[src/rtl/trace_fabric_mgmt_arbiter_if.sv]
// Trace-fabric management stream bundle.
// Holds the per-source ingress beats and the merged egress beat.
interface trace_fabric_mgmt_arbiter_if #(
  parameter int NUM_SRC   = 4,
  parameter int CHANNEL_W = 8
);
  localparam int SRC_W = $clog2(NUM_SRC);

  logic [NUM_SRC-1:0]           in_valid;
  logic [NUM_SRC-1:0]           in_data;
  logic [NUM_SRC*CHANNEL_W-1:0] in_channel;
  logic                         out_valid;
  logic                         out_data;
  logic [CHANNEL_W-1:0]         out_channel;
  logic [SRC_W-1:0]             out_src;
  logic                         out_ready;

  modport master (
    output in_valid,
    output in_data,
    output in_channel,
    output out_ready,
    input  out_valid,
    input  out_data,
    input  out_channel,
    input  out_src
  );

  modport slave (
    input  in_valid,
    input  in_data,
    input  in_channel,
    input  out_ready,
    output out_valid,
    output out_data,
    output out_channel,
    output out_src
  );
endinterface

[src/rtl/trace_fabric_mgmt_arbiter.sv]
// Merges non-backpressurable management sources through per-source
// FIFOs and a round-robin scheduler into one registered output beat.
module trace_fabric_mgmt_arbiter #(
  parameter int NUM_SRC    = 4,
  parameter int FIFO_DEPTH = 4,
  parameter int CHANNEL_W  = 8
) (
  input  logic                clk,
  input  logic                reset,
  trace_fabric_mgmt_arbiter_if.slave bus,
  input  logic                clr_stats,
  output logic [NUM_SRC-1:0]  overflow,
  output logic [15:0]         drop_count
);
  localparam int SRC_W = $clog2(NUM_SRC);
  localparam int AW    = $clog2(FIFO_DEPTH);
  localparam int EW    = CHANNEL_W + 1;

  typedef logic [EW-1:0] entry_t;
  typedef enum logic {S_EMPTY, S_FULL} state_t;

  entry_t         mem [NUM_SRC][FIFO_DEPTH];
  logic [AW-1:0]  wr_ptr [NUM_SRC];
  logic [AW-1:0]  rd_ptr [NUM_SRC];
  logic [AW:0]    count [NUM_SRC];

  logic [NUM_SRC-1:0] nonempty;
  logic [NUM_SRC-1:0] push;
  logic [NUM_SRC-1:0] pop;
  logic [NUM_SRC-1:0] drop;

  logic [SRC_W-1:0] rr_ptr;
  logic [SRC_W-1:0] grant;
  logic             grant_vld;
  logic             load;
  logic             take;
  entry_t           head;
  state_t           state;
  state_t           state_nx;

  logic [15:0] drop_n;
  logic [16:0] drop_sum;

  always_comb begin
    for (int i = 0; i < NUM_SRC; i++) begin
      nonempty[i] = (count[i] != '0);
    end
  end

  // Walk downward so the lowest offset from rr_ptr wins.
  always_comb begin
    int idx;
    logic [SRC_W-1:0] sel;
    grant     = '0;
    grant_vld = 1'b0;
    idx       = 0;
    sel       = '0;
    for (int k = NUM_SRC - 1; k >= 0; k--) begin
      idx = int'(rr_ptr) + k;
      if (idx >= NUM_SRC) idx = idx - NUM_SRC;
      sel = SRC_W'(idx);
      if (nonempty[sel]) begin
        grant     = sel;
        grant_vld = 1'b1;
      end
    end
  end

  assign head = mem[grant][rd_ptr[grant]];

  always_comb begin
    state_nx = state;
    load     = 1'b0;
    unique case (state)
      S_EMPTY: load = 1'b1;
      S_FULL:  load = bus.out_ready;
    endcase
    take = load && grant_vld;
    if (load) state_nx = grant_vld ? S_FULL : S_EMPTY;
  end

  // A full FIFO popped this cycle frees the slot it is written into.
  always_comb begin
    logic full;
    full = 1'b0;
    for (int i = 0; i < NUM_SRC; i++) begin
      full    = (count[i] == (AW+1)'(FIFO_DEPTH));
      pop[i]  = take && (grant == SRC_W'(i));
      push[i] = bus.in_valid[i] && (!full || pop[i]);
      drop[i] = bus.in_valid[i] && full && !pop[i];
    end
  end

  always_ff @(posedge clk) begin
    for (int i = 0; i < NUM_SRC; i++) begin
      if (push[i]) begin
        mem[i][wr_ptr[i]] <= {bus.in_data[i],
          bus.in_channel[i*CHANNEL_W +: CHANNEL_W]};
      end
    end
  end

  always_ff @(posedge clk) begin
    for (int i = 0; i < NUM_SRC; i++) begin
      if (reset) begin
        wr_ptr[i] <= '0;
        rd_ptr[i] <= '0;
        count[i]  <= '0;
      end else begin
        if (push[i]) wr_ptr[i] <= wr_ptr[i] + 1'b1;
        if (pop[i])  rd_ptr[i] <= rd_ptr[i] + 1'b1;
        unique case ({push[i], pop[i]})
          2'b10:   count[i] <= count[i] + 1'b1;
          2'b01:   count[i] <= count[i] - 1'b1;
          default: count[i] <= count[i];
        endcase
      end
    end
  end

  always_ff @(posedge clk) begin
    if (reset) begin
      state           <= S_EMPTY;
      rr_ptr          <= '0;
      bus.out_data    <= 1'b0;
      bus.out_channel <= '0;
      bus.out_src     <= '0;
    end else begin
      state <= state_nx;
      if (take) begin
        bus.out_data    <= head[CHANNEL_W];
        bus.out_channel <= head[CHANNEL_W-1:0];
        bus.out_src     <= grant;
        rr_ptr <= (grant == SRC_W'(NUM_SRC - 1)) ?
                  '0 : grant + 1'b1;
      end
    end
  end

  assign bus.out_valid = (state == S_FULL);

  always_comb begin
    drop_n = '0;
    for (int i = 0; i < NUM_SRC; i++) begin
      drop_n = drop_n + 16'(drop[i]);
    end
    drop_sum = {1'b0, drop_count} + {1'b0, drop_n};
  end

  // Drops in the clearing cycle survive the clear.
  always_ff @(posedge clk) begin
    if (reset) begin
      overflow   <= '0;
      drop_count <= '0;
    end else if (clr_stats) begin
      overflow   <= drop;
      drop_count <= drop_n;
    end else begin
      overflow   <= overflow | drop;
      drop_count <= drop_sum[16] ? 16'hFFFF : drop_sum[15:0];
    end
  end
endmodule

[src/flat_wrapper.sv]
// flat-port wrapper written by rule: the top's interface ports become plain ports
module trace_fabric_mgmt_arbiter_flat 
#(
  parameter int NUM_SRC    = 4,
  parameter int FIFO_DEPTH = 4,
  parameter int CHANNEL_W  = 8
)
  (clk, reset, clr_stats, overflow, drop_count, bus_in_valid, bus_in_data, bus_in_channel, bus_out_ready, bus_out_valid, bus_out_data, bus_out_channel, bus_out_src);
  trace_fabric_mgmt_arbiter_if #(.NUM_SRC(NUM_SRC), .CHANNEL_W(CHANNEL_W)) bus_i ();
  input  logic clk;
  input  logic reset;
  input  logic clr_stats;
  output logic [NUM_SRC-1:0] overflow;
  output logic [15:0] drop_count;
  input wire logic [$bits(bus_i.in_valid)-1:0] bus_in_valid;
  input wire logic [$bits(bus_i.in_data)-1:0] bus_in_data;
  input wire logic [$bits(bus_i.in_channel)-1:0] bus_in_channel;
  input wire logic [$bits(bus_i.out_ready)-1:0] bus_out_ready;
  output wire logic [$bits(bus_i.out_valid)-1:0] bus_out_valid;
  output wire logic [$bits(bus_i.out_data)-1:0] bus_out_data;
  output wire logic [$bits(bus_i.out_channel)-1:0] bus_out_channel;
  output wire logic [$bits(bus_i.out_src)-1:0] bus_out_src;
  assign bus_i.in_valid = bus_in_valid;
  assign bus_i.in_data = bus_in_data;
  assign bus_i.in_channel = bus_in_channel;
  assign bus_i.out_ready = bus_out_ready;
  assign bus_out_valid = bus_i.out_valid;
  assign bus_out_data = bus_i.out_data;
  assign bus_out_channel = bus_i.out_channel;
  assign bus_out_src = bus_i.out_src;
  trace_fabric_mgmt_arbiter #(.NUM_SRC(NUM_SRC), .FIFO_DEPTH(FIFO_DEPTH), .CHANNEL_W(CHANNEL_W)) u_core (.clk(clk), .reset(reset), .bus(bus_i), .clr_stats(clr_stats), .overflow(overflow), .drop_count(drop_count));
endmodule
[config.mk]
export PLATFORM = sky130hd
export DESIGN_NAME = trace_fabric_mgmt_arbiter_flat
export DESIGN_NICKNAME = d
export VERILOG_FILES = /design/src/rtl/trace_fabric_mgmt_arbiter_if.sv /design/src/rtl/trace_fabric_mgmt_arbiter.sv /design/src/flat_wrapper.sv
export SDC_FILE = /design/constraint.sdc
export NUM_CORES = 1
export LEC_CHECK = 0
export CAP_MARGIN = 20
export CORE_UTILIZATION = 30
export DETAILED_ROUTE_END_ITERATION = 10
export HOLD_SLACK_MARGIN = 0.12
export PLACE_DENSITY = 0.54
export SYNTH_ARGS = -nofsm -noshare
export SYNTH_HDL_FRONTEND = slang
export SYNTH_SLANG_ARGS = --single-unit
[constraint.sdc]
create_clock -name clk -period 4.9 [get_ports clk]
set_input_delay 0.735 -clock clk [delete_from_list [all_inputs] [get_ports clk]]
set_output_delay 0.735 -clock clk [all_outputs]
set_load 0.005 [all_outputs]
==> summary.rpt, run 1 <==
==== FLOW RESULTS ====
----------------------------------------------------
[Outcome]
  Result of the run ........................ complete, no violations

[Floorplan]
  Width of the die ........................ 178 um
  Total I/O pin count ........................ 76
  Pre-Place Util ........................ 0.305
  Area of the core ........................ 30600 sq um
  Overall die area ........................ 31800 sq um

[Drt]
  Routed met2 length ........................ 9.45 mm
  Met1 Routed Length ........................ 9.52 mm
  Final routed wire length divided by cell count ........................ 17.8 um
  Starting DRT DRC Count ........................ 342
  Mean number of vias per cell ........................ 4.81

[Timing]
  Smallest setup slack after layout ........................ 326 ps
  Setup TNS ........................ 0 ps
  Worst Hold Slack ........................ 494 ps
  Setup-failing EPs final ........................ 0
  Final hold vios ........................ 0
  Worst slew slack as a fraction of its limit ........................ 0.500
  Max Freq ........................ 219 MHz
  Fin crit share ........................ 0.934
  Final Max-Slew Violation Tally ........................ 0

[Setup path]
  Critical path data arrival time ........................ 5000 ps
  Startpoint class of the critical path ........................ register
  Number of cell instances on the worst register-to-register path ........................ 20
  Cell repeated most along the worst path ........................ inv_1
  Reg-to-reg startpoint ........................ u_core.count[3][0]
  Sum of buffers and inverters on the critical path ........................ 5
  Critical Path Max Stage Delay ........................ 570 ps
  Critical Path Slowest Stage Cell ........................ or4_4
  Minimum setup slack among reg-to-reg paths ........................ 330 ps

[CTS]
  Reg clk slew, reported paths ........................ 60 ps
  CTS tree ........................ built
  Post-CTS Repair Setup Buffers ........................ 0
  Post_cts resized ........................ 0
  H-tree level count ........................ 1
  Clock root buffer ........................ clkbuf_16

[Synth]
  Post-synth area from yosys stat ........................ 9340 sq um
  Share of Yosys cell area claimed by the top area cell type ........................ 0.553
  Area of the mapped netlist ........................ 9340 sq um
  Sequential-to-total area share from yosys stat ........................ 0.626
  Register bit total from synthesis ........................ 206
  Synth cell types ........................ 61
  Instance count of the mapped netlist ........................ 629
  Share of async-settable or async-resettable flops after synthesis ........................ 0
  Post-synth top flop ........................ edfxtp_1
  Synth top area cells ........................ edfxtp_1 (55%), mux4_2 (8.7%), dfxtp_1 (7.3%)
  Count of yosys warnings during synthesis ........................ 0

[Layout]
  Layout Cell Area excl Fill ........................ 11500 sq um
  ANT cells ........................ 0
  Fraction of final layout cells with drive strength greater than 1 ........................ 0.171
  P&R area growth vs syn ........................ 22.7%
  Filler instances ........................ 2928

[Pwr]
  Int Pwr ........................ 4.14 mW
  Comb pwr share ........................ 0.294
  Switching Fraction ........................ 0.314
  Pleak ........................ 4.00 nW
  Largest voltage drop on the vdd net ........................ 0.254 mV
  Cell Pwr Density ........................ 527 nW/um^2

[Global route]
  Wire length of the first global-routing pass ........................ 31.8 mm
  Global-route track usage on met1 ........................ 0.180
  M3 GR Usage ........................ 0.0254
  Number of antenna violations at the first check in global routing ........................ 0
  Largest net degree at the start of global routing ........................ 41

[Placement]
  PortBufs ........................ 75
  Minimum setup slack after placement ........................ 142 ps

----------------------------------------------------
==> run 1: power by group through the flow <==
stage / Sequential [mW] / Clock, mW / Combinational, mW
final: 2.49 / 1.78 / 1.78
after global routing: 2.53 / 1.89 / 1.96
after CTS: 2.49 / 1.82 / 1.77
after detailed placement: 2.53 / 0 / 1.76
after global placement: 2.52 / 0 / 1.75
after floorplan: 2.36 / 0 / 1.31
==> run 1: synth_stat cells, types with 12 or more instances <==
cell type  instances
mux2i_1           14
nor3b_1           18
o21ai_0           18
nor2_1            21
and3_1            16
edfxtp_1         172
inv_1             42
dfxtp_1           34
ha_1              39
nand3_1           18
nor3_1            21
a211oi_1          12
mux4_2            36
nand2_1           20
buf_2             13
a21oi_1           19
==> run 1: worst min path at each step <==
stage | start | to | slack, ps
after floorplan | u_core.bus.out_src[1] | u_core.bus.out_src[1] | 450
after global placement | u_core.overflow[2] | u_core.overflow[2] | 480
after detailed placement | u_core.overflow[3] | u_core.overflow[3] | 480
after CTS | u_core.rr_ptr[1] | u_core.rr_ptr[1] | 500
after global routing | u_core.rr_ptr[1] | u_core.rr_ptr[1] | 520
final | u_core.overflow[3] | u_core.overflow[3] | 490
==> run 1: cells in the final DEF (no fill, tap or decap), types with 3 or more instances in the layout <==
cell             instances
nor2b_1                  8
clkbuf_16               23
inv_1                   42
nand2_1                 20
nor2_1                  21
clkinvlp_4               5
ha_1                    37
clkinv_2                 4
xor2_1                   8
bufinv_16                4
a211oi_1                12
a2111oi_0                8
buf_4                   31
o21ai_0                 18
clkinv_1                 3
nor3_1                  21
a21oi_1                 19
edfxtp_1               172
dfxtp_1                 34
a31oi_1                  3
clkdlybuf4s50_1         74
mux4_2                  36
o221ai_1                 3
and3_1                  16
nand3_1                 18
nand2b_1                 7
nor4_1                   4
nor3b_1                 18
a311oi_1                 8
xnor2_1                  9
fa_1                     3
mux2i_1                 14
a21o_1                   3
==> run 1: metrics by stage <==
stage / std cells / util / power, mW
finish: 1143 / 0.375 / 6.04
CTS: 1141 / 0.374 / 6.09
global route: 1143 / 0.375 / 6.39
global placement: 1100 / 0.348 / 4.27
detailed placement: 1100 / 0.348 / 4.29
floorplan: 629 / - / 3.67
==> run 1: registers in the layout (all words and copies together), names as in the netlist <==
register / count
u_core.mem: 144
u_core.overflow: 4
u_core.count: 12
u_core.rr_ptr: 2
u_core.bus.out_valid: 1
u_core.bus.out_channel: 8
u_core.bus.out_src: 2
u_core.drop_count: 16
u_core.rd_ptr: 8
u_core.wr_ptr: 8
u_core.bus.out_data: 1
==> run 1: cell families after synthesis <==
group,count (synthesis),share of synthesized area
DFF,206,0.626
and+or+nand+nor,150,0.0914
AOI/OAI and AO/OA,91,0.0721
buffers and inverters,73,0.0342
muxes,50,0.102
adders and majority gates,42,0.0587
xor gates and xnor gates,17,0.0159
==> run 1: final cells by class <==
class	count	area, sq um	share of cell area
Sequential cell	206	5850	0.510
Clock buffer	24	579	0.0506
Multi-Input combinational cell	350	3190	0.278
Timing Repair Buffer	106	978	0.0854
Clock inverter	17	203	0.0177
Inverter	44	165	0.0144
Tap cell	396	495	0.0433
==> run_1/gates.png <==
Drawn at 1.5 px/um.
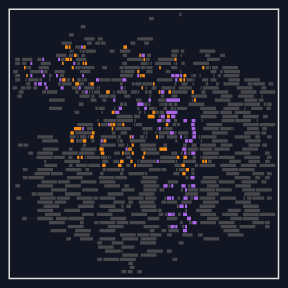
- aoi and oai cells: purple (cells 81; most used a21oi_1)
- nor cells: orange (cells 78)
number of cells in the finished layout apart from fillers: 1143
most frequent logic cell in the layout: edfxtp_1
logic gate fraction of the total cell area: 0.278

==> run_1/clock_wires.png <==
Drawn at 1.5 px/um.
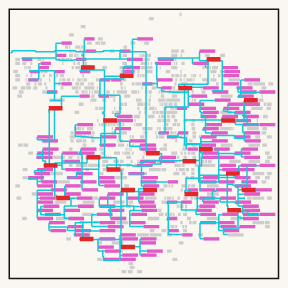
- clock wires: cyan (length 2690 um)
- clock-net drivers: red (count 23)
- flip-flops: magenta (count 206)
- routed clock nets: 24
clock power share: 0.294
Clock Skews: 18.6 ps
clock latency on the worst-skew pair: 510 ps

==> run_1/clock_nets.png <==
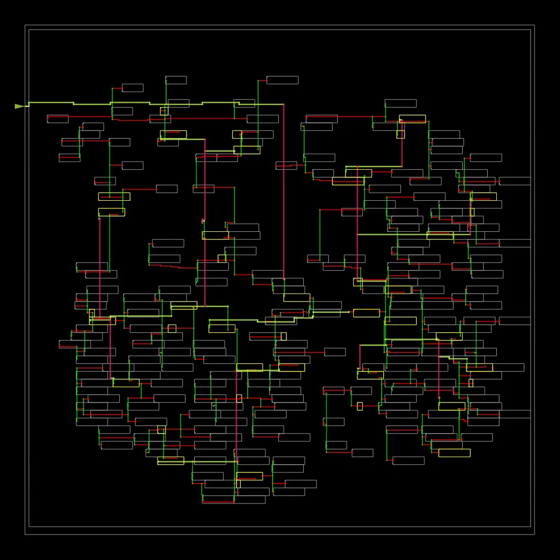
total clock buffers created by CTS: 23
final-layout clock buffer total: 24
number of flip-flops and latches: 206
Clk power: 1.78 mW
clk sink count: 206

==> run_1/floorplan.png <==
Drawn at 2 px/um. Pins as bars on the die edge.
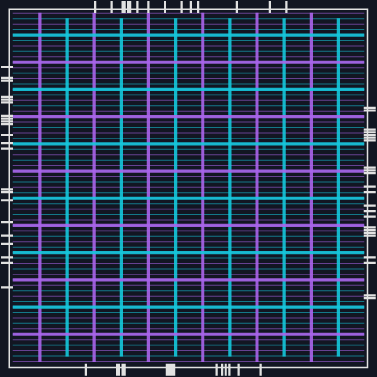

==> run 2, diff against run 1 <==
CORE_UTILIZATION = 55   (was 30)
PLACE_DENSITY = 0.83   (was 0.54)
==> run_2/floorplan.png <==
Drawn at 3 px/um. Pins as bars on the die edge.
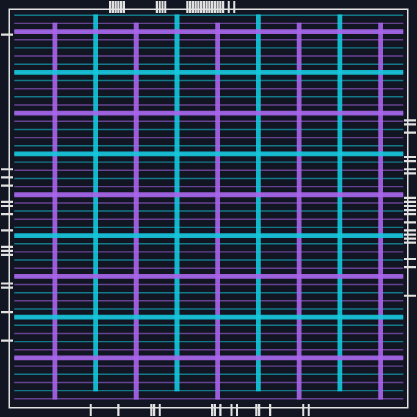
- VSS: purple
- VDD: cyan
- met4 straps: 9
- met1 rails: 48
- rows: 47
- met5 straps: 9
- signal pins: 76
width of the die: 132 um
largest voltage drop on the vdd net: 0.363 mV
overall die height: 132 um
area of the core: 16600 sq um

==> run_2/clock_wires.png <==
Drawn at 2 px/um.
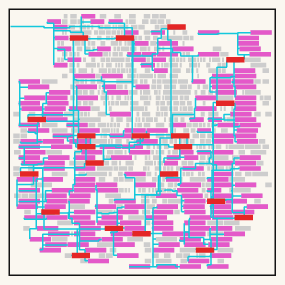
- flip-flops: magenta (count 206)
- clock wires: cyan (length 2270 um)
- clock-net drivers: red (count 21)
- routed clock nets: 22
- flops lie: all over the die
Clock Skews: 18.9 ps
clock latency on the worst-skew pair: 500 ps
Clk power: 1.95 mW
clock power share: 0.311

==> run 2 against run 1 <==
  * Clock-buffer cell count down 2
  * Routed wire length down 3.7%
  * Critical path type unchanged
  * Highest routed layer unchanged
  * Worst setup slack worse by 6.7 ps
  * Sequential power about the same
==> summary.rpt, run 2 <==
==== FLOW RESULTS ====
----------------------------------------------------
[Pwr]
  Cell Pwr Density ........................ 555 nW/um^2 (was 527 nW/um^2)
  Comb pwr share ........................ 0.292 (was 0.294)
  Pleak ........................ 4.05 nW (was 4.00 nW)
  Sequential share of power ........................ 0.396 (was 0.412)
  P_sw ........................ 1.88 mW (was 1.90 mW)
  Int Pwr ........................ 4.39 mW (was 4.14 mW)
  Switching Fraction ........................ 0.300 (was 0.314)

[Synth]
  Leading cell type by number of instances after synthesis ........................ edfxtp_1 (unchanged)
  Synthesized netlist net count ........................ 715 (unchanged)
  Synth top area cells ........................ edfxtp_1 (55%), mux4_2 (8.7%), dfxtp_1 (7.3%) (unchanged)
  Post-synth EDFFs ........................ 172 (unchanged)
  Area leader, netlist ........................ edfxtp_1 (unchanged)
  Post-synth area from yosys stat ........................ 9340 sq um (unchanged)
  Share of async-settable or async-resettable flops after synthesis ........................ 0 (unchanged)
  Synth cell types ........................ 61 (unchanged)
  Post-synth top flop ........................ edfxtp_1 (unchanged)
  Instance count of the mapped netlist ........................ 629 (unchanged)
  Sequential-to-total area share from yosys stat ........................ 0.626 (unchanged)
  Register bit total from synthesis ........................ 206 (unchanged)
  Top cells by instance count after synthesis ........................ edfxtp_1 (172), inv_1 (42), ha_1 (39), mux4_2 (36), dfxtp_1 (34) (unchanged)
  Count of yosys warnings during synthesis ........................ 0 (unchanged)
  Share of Yosys cell area claimed by the top area cell type ........................ 0.553 (unchanged)
  Area of the mapped netlist ........................ 9340 sq um (unchanged)

[Layout]
  Most frequent logic cell in the layout ........................ edfxtp_1 (unchanged)
  Top logic cells by instance count in the layout ........................ edfxtp_1 (172), clkdlybuf4s50_1 (75), inv_1 (42) (was edfxtp_1 (172), clkdlybuf4s50_1 (74), inv_1 (42))
  Max reg flops ........................ 144 (unchanged)
  Number of cells in the finished layout apart from fillers ........................ 964 (was 1143)
  P&R area growth vs syn ........................ 21.1% (was 22.7%)
  ANT cells ........................ 0 (unchanged)
  Fraction of final layout cells with drive strength greater than 1 ........................ 0.160 (was 0.171)

[Setup path]
  End of the worst register-to-register path ........................ u_core.drop_count[0] (unchanged)
  Critical path data arrival time ........................ 4980 ps (was 5000 ps)
  Type of the worst setup path ........................ reg2reg (unchanged)
  Biggest fanout along the worst timing path ........................ 7 (was 5)
  Minimum setup slack among reg-to-reg paths ........................ 320 ps (was 330 ps)
  Reg-to-reg startpoint ........................ u_core.count[3][0] (unchanged)
  Number of cell instances on the worst register-to-register path ........................ 19 (was 20)
  Startpoint class of the critical path ........................ register (unchanged)
  Launch point of the critical path ........................ u_core.count[3][0] (unchanged)
  Crit end category ........................ register (unchanged)

[Placement]
  Post-DP HPWL ........................ 13.3 mm (was 14.1 mm)
  Cells after DPL ........................ 921 (was 1100)
  PortBufs ........................ 75 (unchanged)

[CTS]
  Maximum count of clock buffers along a single path ........................ 3 (unchanged)
  Clk sink count ........................ 206 (unchanged)
  Reg clk slew, reported paths ........................ 60 ps (about the same)
  Total clock buffers created by CTS ........................ 21 (was 23)
  CTS tree ........................ built (unchanged)
  H-tree level count ........................ 1 (unchanged)
  Post-cts hold-fix buffer tally ........................ 0 (unchanged)
  Clock root buffer ........................ clkbuf_16 (unchanged)

[Worst hold path]
  Classification of the worst-slack hold path ........................ reg2reg (unchanged)
  End point of the most critical hold path ........................ u_core.bus.out_src[1] (was u_core.overflow[3])
  Number of instances on the worst hold path ........................ 2 (unchanged)
  Worst min-delay path startpoint ........................ u_core.bus.out_src[1] (was u_core.overflow[3])

[Timing]
  Max Freq ........................ 218 MHz (was 219 MHz)
  Clock period minus worst slack ........................ 4580 ps (was 4570 ps)
  Setup repair after global routing missed its margin ........................ false
  Worst slew slack as a fraction of its limit ........................ 0.492 (was 0.500)
  Setup-failing EPs final ........................ 0 (unchanged)
  Final Max-Slew Violation Tally ........................ 0 (unchanged)
  Setup TNS ........................ 0 ps (unchanged)
  Final hold vios ........................ 0 (unchanged)
  Fin crit share ........................ 0.935 (was 0.934)

[Global route]
  Global-route track usage on met1 ........................ 0.291 (was 0.180)
  Global-route met2 utilization ........................ 0.402 (was 0.212)
  Wire length of the first global-routing pass ........................ 31.4 mm (was 31.8 mm)
  M3 GR Usage ........................ 0.0404 (was 0.0254)
  Number of antenna violations at the first check in global routing ........................ 0 (unchanged)
  Global Route Usage Sum ........................ 0.231 (was 0.131)
  Largest net degree at the start of global routing ........................ 43 (was 41)

[Run]
  Number of max-cap violations ........................ 0 (unchanged)
  OpenROAD warnings ........................ 48 (unchanged)

[Floorplan]
  Overall die area ........................ 17500 sq um (was 31800 sq um)
  Total I/O pin count ........................ 76 (unchanged)
  Pre-Place Util ........................ 0.563 (was 0.305)

[Drt]
  Number of iterations in the first detailed-routing pass ........................ 5 (was 4)
  Starting DRT DRC Count ........................ 562 (was 342)
  Final routed wire length divided by cell count ........................ 20.3 um (was 17.8 um)
  Overall routed net length ........................ 19.6 mm (was 20.3 mm)
  Mean number of vias per cell ........................ 5.96 (was 4.81)

[Outcome]
  Result of the run ........................ complete, no violations (unchanged)

----------------------------------------------------
==> run 2: layout make-up <==
type,count,area [sq um]
sequential,206,5850
fill,1097,5280
multi-input combinational,350,3180
timing repair buffer,107,991
clock buffer,22,529
clock inverter,15,324
tap,220,275
inverter,44,165
==> run 2: layer usage <==
metal | wire (um) | vias up
met5 | 0 | -
met4 | 588 | 0
met3 | 1150 | 47
met2 | 10100 | 201
met1 | 7740 | 2859
li1 | - | 2635
==> run 2: how the worst max path moves through the flow <==
stage	end	slack, ps	cells past startpoint
after CTS	u_core.drop_count[0]	30	19
after global placement	u_core.drop_count[0]	220	17
final	u_core.drop_count[0]	320	19
after floorplan	u_core.drop_count[0]	360	21
after global routing	u_core.drop_count[0]	4	19
after detailed placement	u_core.drop_count[0]	80	20
==> run 2: kinds of logic after synthesis <==
kind of cell / after synthesis / synth area share
adders and majority gates: 42 / 0.0587
AOI/OAI and AO/OA: 91 / 0.0721
muxes: 50 / 0.102
buffers and inverters: 73 / 0.0342
xor gates and xnor gates: 17 / 0.0159
DFF: 206 / 0.626
and+or+nand+nor: 150 / 0.0914
==> run 2: per-stage QoR <==
step	power (mW)	worst slack, ps	hold WS, ps	util	instance area, sq um
finish	6.28	319	471	0.682	11300
global route	6.55	4.08	520	0.682	11300
CTS	6.26	27.5	476	0.679	11300
detailed placement	4.29	82.8	466	0.628	10400
global placement	4.17	223	468	0.628	10400
floorplan	3.67	363	453	-	9340
==> run 2: power groups by stage <==
stage | clock (mW) | sequential [mW] | combinational, mW
global placement | 0 | 2.50 | 1.67
detailed placement | 0 | 2.53 | 1.77
global route | 2.04 | 2.53 | 1.98
floorplan | 0 | 2.36 | 1.31
finish | 1.95 | 2.49 | 1.83
CTS | 1.98 | 2.49 | 1.80
==> run 2: repair_timing <==
action                     in CTS  in global routing
gates resized                   0                  1
buffers inserted                0                  6
setup endpoints to repair       0                 10
==> run 2: worst max-delay path: stages (launching register included) <==
cell and delay, ps:
edfxtp_1 420, inv_1 120, ha_1 210, or2b_4 330, o221ai_1 200, a22o_2 190
inv_1 80, ha_1 220, o311ai_4 100, nand4_1 240, fa_1 550, inv_1 80
ha_1 160, inv_1 50, fa_1 390, nor2b_1 160, nor2_1 110, or4_4 490
nor3b_1 170, a211oi_1 200
No activity file was given, so power comes from the tool's default toggle rates.
